$ cat src/rtl/wb_dest_pipe_pkg.sv
// Shared constants for write-back destination decode.
// Op code layout and default special register addresses.
package wb_dest_pipe_pkg;

  localparam int WB_ADDR_OP_NOP = 0;
  localparam int FIELD_BASE     = 1;

  localparam logic [3:0] SPEC_T  = 4'd8;
  localparam logic [3:0] SPEC_SP = 4'd9;
  localparam logic [3:0] SPEC_IH = 4'd10;
  localparam logic [3:0] SPEC_RA = 4'd11;

  localparam logic [15:0] SPECIAL_ADDR_DEF =
    {SPEC_RA, SPEC_IH, SPEC_SP, SPEC_T};

  function automatic int special_base(
    input int num_field
  );
    return FIELD_BASE + num_field;
  endfunction

  function automatic int sel_width(
    input int depth
  );
    return (depth > 1) ? $clog2(depth) : 1;
  endfunction

endpackage

$ cat src/rtl/wb_fwd_match.sv
// Youngest-stage match encoder for one source operand.
// Lowest matching stage index wins; sel is 0 on a miss.
module wb_fwd_match
  import wb_dest_pipe_pkg::*;
#(
  parameter int DEPTH       = 3,
  parameter int REG_ADDR_W  = 4,
  parameter int ZERO_REG_EN = 0,
  parameter int SEL_W       = sel_width(DEPTH)
) (
  input  logic [DEPTH*REG_ADDR_W-1:0] stage_addr,
  input  logic [DEPTH-1:0]            stage_vld,
  input  logic [REG_ADDR_W-1:0]       rd_addr,
  output logic                        hit,
  output logic [SEL_W-1:0]            sel
);

  logic rd_zero;

  assign rd_zero = (ZERO_REG_EN != 0) &&
                   (rd_addr == '0);

  // Scan oldest to youngest so the youngest overwrites.
  always_comb begin
    hit = 1'b0;
    sel = '0;
    for (int k = DEPTH - 1; k >= 0; k--) begin
      if (stage_vld[k] && !rd_zero &&
          stage_addr[k*REG_ADDR_W +: REG_ADDR_W]
            == rd_addr) begin
        hit = 1'b1;
        sel = SEL_W'(k);
      end
    end
  end

endmodule

$ cat src/rtl/wb_dest_pipe.sv
// Write-back destination decode and EX..WB pipeline.
// Drives the regfile write port and operand forward selects.
module wb_dest_pipe
  import wb_dest_pipe_pkg::*;
#(
  parameter int REG_ADDR_W  = 4,
  parameter int NUM_FIELD   = 3,
  parameter int NUM_SPECIAL = 4,
  parameter logic [NUM_SPECIAL*REG_ADDR_W-1:0]
    SPECIAL_ADDR = SPECIAL_ADDR_DEF,
  parameter int DEPTH       = 3,
  parameter int ZERO_REG_EN = 0,
  parameter int OP_W  = $clog2(1 + NUM_FIELD + NUM_SPECIAL),
  parameter int SEL_W = sel_width(DEPTH)
) (
  input  logic                           clk,
  input  logic                           rst,
  input  logic                           stall,
  input  logic                           flush,
  input  logic [OP_W-1:0]                wb_addr_op,
  input  logic [NUM_FIELD*REG_ADDR_W-1:0] field_addr,
  input  logic [REG_ADDR_W-1:0]          rd_addr_a,
  input  logic [REG_ADDR_W-1:0]          rd_addr_b,
  output logic [DEPTH*REG_ADDR_W-1:0]    stage_addr,
  output logic [DEPTH-1:0]               stage_vld,
  output logic                           fwd_hit_a,
  output logic [SEL_W-1:0]               fwd_sel_a,
  output logic                           fwd_hit_b,
  output logic [SEL_W-1:0]               fwd_sel_b,
  output logic [REG_ADDR_W-1:0]          wb_addr,
  output logic                           wb_en,
  output logic                           illegal_op
);

  localparam int SB  = special_base(NUM_FIELD);
  localparam int ILL = SB + NUM_SPECIAL;
  localparam int W   = REG_ADDR_W;

  int           op_i;
  logic [W-1:0] dec_addr;
  logic         dec_vld;
  logic         dec_ill;

  always_comb begin
    dec_addr = '0;
    dec_vld  = 1'b0;
    dec_ill  = 1'b0;
    op_i     = int'(wb_addr_op);
    unique case (1'b1)
      (op_i >= ILL): begin
        dec_ill = 1'b1;
      end
      (op_i >= SB && op_i < ILL): begin
        dec_addr = SPECIAL_ADDR[(op_i-SB)*W +: W];
        dec_vld  = 1'b1;
      end
      (op_i >= FIELD_BASE && op_i < SB): begin
        dec_addr =
          field_addr[(op_i-FIELD_BASE)*W +: W];
        dec_vld  = 1'b1;
      end
      default: begin
        dec_vld = 1'b0;
      end
    endcase
    if (ZERO_REG_EN != 0 && dec_addr == '0)
      dec_vld = 1'b0;
  end

  for (genvar k = 0; k < DEPTH; k++) begin : g_stage
    logic [W-1:0] addr_q;
    logic         vld_q;

    if (k == 0) begin : g_head
      always_ff @(posedge clk or negedge rst) begin
        if (!rst) begin
          addr_q <= '0;
          vld_q  <= 1'b0;
        end else if (flush) begin
          vld_q  <= 1'b0;
        end else if (!stall) begin
          addr_q <= dec_addr;
          vld_q  <= dec_vld;
        end
      end
    end else begin : g_body
      always_ff @(posedge clk or negedge rst) begin
        if (!rst) begin
          addr_q <= '0;
          vld_q  <= 1'b0;
        end else if (!stall) begin
          addr_q <= g_stage[k-1].addr_q;
          vld_q  <= g_stage[k-1].vld_q;
        end
      end
    end

    assign stage_addr[k*W +: W] = addr_q;
    assign stage_vld[k]         = vld_q;
  end

  // Illegal codes are discarded along with the rest on a pure stall.
  always_ff @(posedge clk or negedge rst) begin
    if (!rst)
      illegal_op <= 1'b0;
    else if (dec_ill && !(stall && !flush))
      illegal_op <= 1'b1;
  end

  logic [W-1:0] wb_stage_addr;
  logic [W-1:0] wb_last_q;

  assign wb_stage_addr = stage_addr[(DEPTH-1)*W +: W];
  assign wb_en         = stage_vld[DEPTH-1];

  always_ff @(posedge clk or negedge rst) begin
    if (!rst)
      wb_last_q <= '0;
    else if (wb_en)
      wb_last_q <= wb_stage_addr;
  end

  assign wb_addr = wb_en ? wb_stage_addr : wb_last_q;

  wb_fwd_match #(
    .DEPTH       (DEPTH),
    .REG_ADDR_W  (REG_ADDR_W),
    .ZERO_REG_EN (ZERO_REG_EN),
    .SEL_W       (SEL_W)
  ) u_fwd_a (
    .stage_addr (stage_addr),
    .stage_vld  (stage_vld),
    .rd_addr    (rd_addr_a),
    .hit        (fwd_hit_a),
    .sel        (fwd_sel_a)
  );

  wb_fwd_match #(
    .DEPTH       (DEPTH),
    .REG_ADDR_W  (REG_ADDR_W),
    .ZERO_REG_EN (ZERO_REG_EN),
    .SEL_W       (SEL_W)
  ) u_fwd_b (
    .stage_addr (stage_addr),
    .stage_vld  (stage_vld),
    .rd_addr    (rd_addr_b),
    .hit        (fwd_hit_b),
    .sel        (fwd_sel_b)
  );

endmodule
$ cat config.mk
export PLATFORM = sky130hd
export DESIGN_NAME = wb_dest_pipe
export DESIGN_NICKNAME = d
export VERILOG_FILES = /design/src/rtl/wb_dest_pipe_pkg.sv /design/src/rtl/wb_fwd_match.sv /design/src/rtl/wb_dest_pipe.sv
export SDC_FILE = /design/constraint.sdc
export NUM_CORES = 1
export LEC_CHECK = 0
export CAP_MARGIN = 20
export CELL_PAD_IN_SITES_DETAIL_PLACEMENT = 1
export CELL_PAD_IN_SITES_GLOBAL_PLACEMENT = 2
export CORE_UTILIZATION = 26
export DETAILED_ROUTE_END_ITERATION = 16
export GPL_TIMING_DRIVEN = 0
export PLACE_DENSITY_LB_ADDON = 0.1
export SLEW_MARGIN = 20
export SYNTH_ARGS = -nofsm -noshare
export SYNTH_HDL_FRONTEND = slang
export SYNTH_SLANG_ARGS = --single-unit
$ cat constraint.sdc
create_clock -name clk -period 4.5 [get_ports clk]
set_clock_uncertainty 0.2 [all_clocks]
set_input_delay 1.125 -clock clk [delete_from_list [all_inputs] [get_ports clk]]
set_output_delay 1.125 -clock clk [all_outputs]
set_load 0.01 [all_outputs]
Routing congestion map:
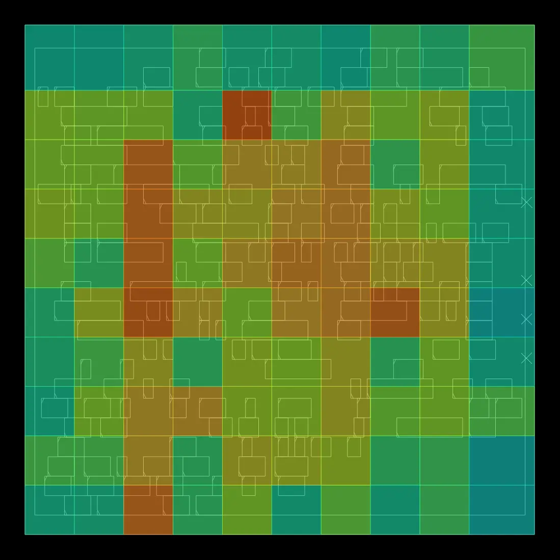
post-route core utilization: 41.8%
met2 track demand over resource: 24.2%
met1 Resource Use GR: 21.7%
Total Routing Usage GR: 15.6%
peak-usage layer in the global routing report: met2

==> out/qor.log <==
INFO  yosys          postSynthRegisterBits=19
INFO  status         run_status=finished, violations left
INFO  layout         num-clock-buffers=3
INFO  drt            drcViolationCount=4
INFO  worst_setup_path worstPathCellList=clkdlybuf4s50_1 > a22o_1 > or4_4 > nor3b_1 > clkdlybuf4s50_1
INFO  run            warning_count=29
INFO  worst_setup_path critical_path_peak_fanout=4
INFO  hold_path      min_path_cells=1
INFO  layout         final_common_cell=sky130_fd_sc_hd__clkdlybuf4s50_1
INFO  worst_setup_path crit_arrival=3.05ns
INFO  status         failed_checks=DRC
INFO  layout         inv_count=8
INFO  power          ir_drop=164µV
INFO  placed_design  detailedPlacementHpwl=2900µm
INFO  floorplan      fp.dieW=71.2µm
INFO  final_timing   max_slew_margin=40.4%
INFO  worst_setup_path regToRegEndpoint=wb_last_q[3]
INFO  drt            first_iteration_detailed_routing_drc_count=53
INFO  final_timing   achievable-frequency=228MHz
INFO  hold_path      timing.hold.worst_endpoint=wb_last_q[0]
INFO  run            total_of_max_cap_violations=0
INFO  layout         n_all_buffers=59
INFO  yosys          post_synthesis_instance_area=1250µm²
INFO  layout         clock_cell_area_share=2.47%
INFO  clocking       tritoncts=built
INFO  floorplan      placement_rows=24
INFO  hold_path      timing.hold.worst.start=wb_last_q[0]
Local utilization:
7 x 7 tiles, from white (low) to dark blue (high), 0 to 100% covered.
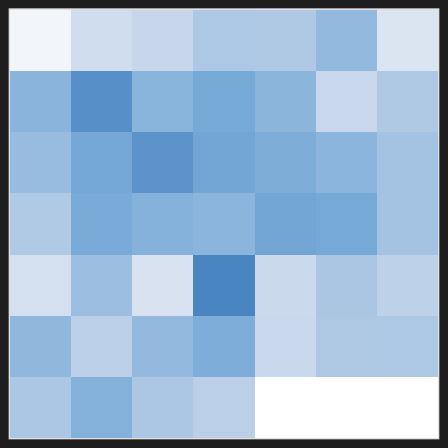
The mean over all tiles is 36%. The fullest tile reaches 66%. The emptiest ninth of the die: lower right. 6.1% of the tiles are nearly empty. The densest ninth of the die: center.

==> synth_stat cells, drive strengths merged <==
cell type	instances
inv	8
buf	6
nand2	4
nor3	5
nand2b	2
dfrtp	19
o32ai	2
nand3b	2
a22oi	2
xnor2	5
nor2	11
o21ai	5
nand3	3
o221ai	1
conb	1
mux2	13
o21bai	1
a22o	1
nor3b	2
a21oi	4
clkbuf	2
xor2	16
o21a	1
or4	1
nor4	2
mux2i	4
o32a	1
ha	3
==> metrics by stage <==
step	cell area, µm²	hold slack [ns]	setup slack [ns]
2_1_floorplan	1250	0.313	1.14
3_3_place_gp	1820	0.280	0.0477
3_5_place_dp	1820	0.287	0.0568
4_1_cts	1870	0.305	0.0507
5_1_grt	1870	0.326	0.0579
6_report	1870	0.299	0.120
==> metal layers <==
metal,global-route usage [%],share of wire [%],vias to the layer above
met1,21.7,49,541
met2,24.2,46,35
met5,0,0,-
met4,4.67,1.2,0
li1,-,-,544
met3,3.80,4.0,5
==> power breakdown <==
part / internal (W) / total (W) / switching [W]
combinational: 0.000145 / 0.000240 / 0.0000958
clock: 0.0000617 / 0.000123 / 0.0000610
sequential: 0.000204 / 0.000244 / 0.0000395
==> worst max path at each step <==
stage | from | end | slack [ns]
after floorplan | rd_addr_a[1] | fwd_sel_a[0] | 1.14
after global placement | rd_addr_a[1] | fwd_sel_a[1] | 0.05
after detailed placement | rd_addr_a[1] | fwd_sel_a[1] | 0.06
after CTS | rd_addr_a[1] | fwd_sel_a[1] | 0.05
after global routing | rd_addr_a[2] | fwd_hit_a | 0.06
final | rd_addr_a[3] | fwd_sel_a[1] | 0.12
==> timing repair <==
item                                   CTS  global route
setup endpoints to repair                0             1
gates resized                            0             1
setup buffers                            0             0
endpoints found under the hold margin    0             0
Power and IR drop assume default switching activity.
